Design sdpram_stream_reader, sky130hd; sources not shown.
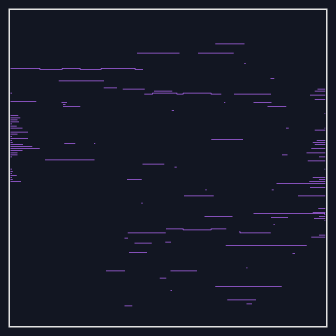
Figure 1: metal 3.
main direction	horizontal
wire length on this layer	1170 microns
nets with wire on the layer	79
share of all routed wire	4.5%
grt met3 use: 2.447%
final wirelength: 25950 microns
vias post-DR: 6093

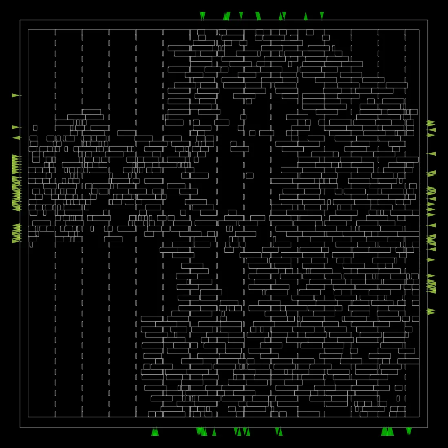
Figure 2: placement view.
Final Core Density: 37.55%
flop count: 301

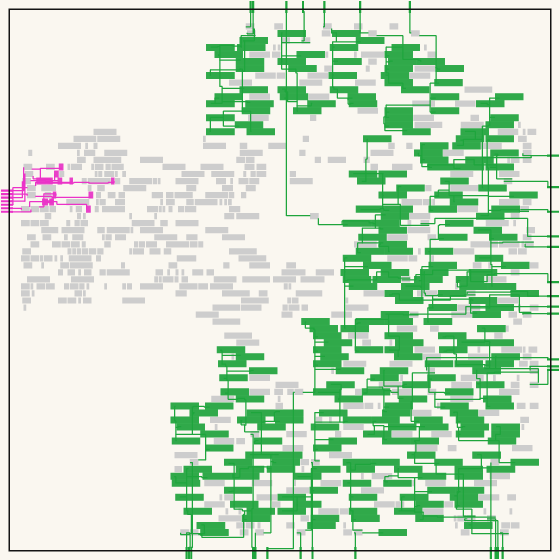
Figure 3: I/O nets highlighted.
colour	port	bits	direction	end cells	buffers	wire
magenta	`cmd_len`	7	input	12	7	228 microns
green	`rd_data`	32	input	256	32	3310 microns
port buffer count: 93
I/O Pins: 94

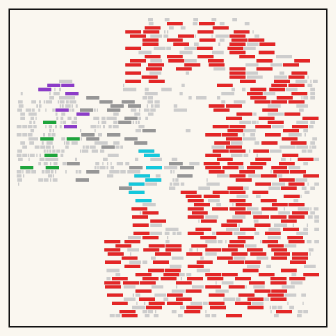
Figure 4: register map, names as in the netlist.
colour	name in the netlist	flops
purple	`remaining_q`	7
green	`rd_addr`	6
red	`fifo_data_q`	256
cyan	`fifo_last_q`	8
not coloured	24
Seq. pwr: 4.17 mW
fraction of area in registers: 59.25%
Seq. cell area: 8860 sq um

==> reports/qor.csv <==
stage,metric,value,unit
logic_synthesis,numSynthFlops,301,
clock_tree,clkSlewWorstSetupHoldPaths,60,ps
global_routing,grtUsageTotal,11.81,%
status,run_status,finished clean,
sta,hold_viol,0,
logic_synthesis,synth_cell_types,53,
global_routing,grt_start_max_net_pins,55,
pwr,pwr-share-seq,36.9,%
floorplanning,row_count,73,
route,met3WireLength,1173,microns
route,wire_per_inst,20.02,microns
pwr,power_clock,3.09,mW
layout,buffers,111,
logic_synthesis,ys_seq_share,73.05,%
worst_setup_path,reg2regPathDepth,11,
pwr,clkPwrFrac,27.3,%
layout,mostFrequentLayoutCells,"edfxtp_1, clkdlybuf4s50_1, mux4_2",
sta,whs,344.5,ps
place,gp_congestion,0.7319,
layout,diodes,0,
global_routing,grt_pass1_vias,6533,
global_routing,antenna_found_initial,0,
logic_synthesis,synth_top_flop_cell,edfxtp_1,
clock_tree,cts_buffer_depth,3,
worst_setup_path,regToRegSetupSlack,950,ps
worst_setup_path,worstPathArrival,2930,ps
floorplanning,fp.dieH,209.0,microns
logic_synthesis,synth_stat.cells,622,
logic_synthesis,synth_top_area_share,65.41,%
global_routing,top_usage_layer,met2,
clock_tree,post_cts_buffers,0,
layout,inv_count,10,
logic_synthesis,yosys_warnings,0,
layout,comb_share,21.03,%
pwr,p_leak,5.007,nW
sta,setup_viol_count_final,0,
route,ant_nets,0,
run,tool_warnings,27,
pwr,powerComb,4.04,mW
logic_synthesis,synth-xor-area-share,0.4336,%
layout,area_growth,23.38,%
worst_setup_path,worst_setup_path_end_kind,output port,
layout,fin_area,14950,sq um
sta,fmax,0.2664,GHz
logic_synthesis,edf_count,264,
place,postPlaceCellArea,13810,sq um
layout,final_cells,1296,
pwr,p_int,7.675,mW
logic_synthesis,synthTopCellsByArea,"edfxtp_1, mux4_2, dfrtp_1",
route,drt_iter0_drc,313,
logic_synthesis,compound_area_share,2.839,%
layout,comb_area,3144,sq um
Power is estimated from default activity; no workload was simulated.
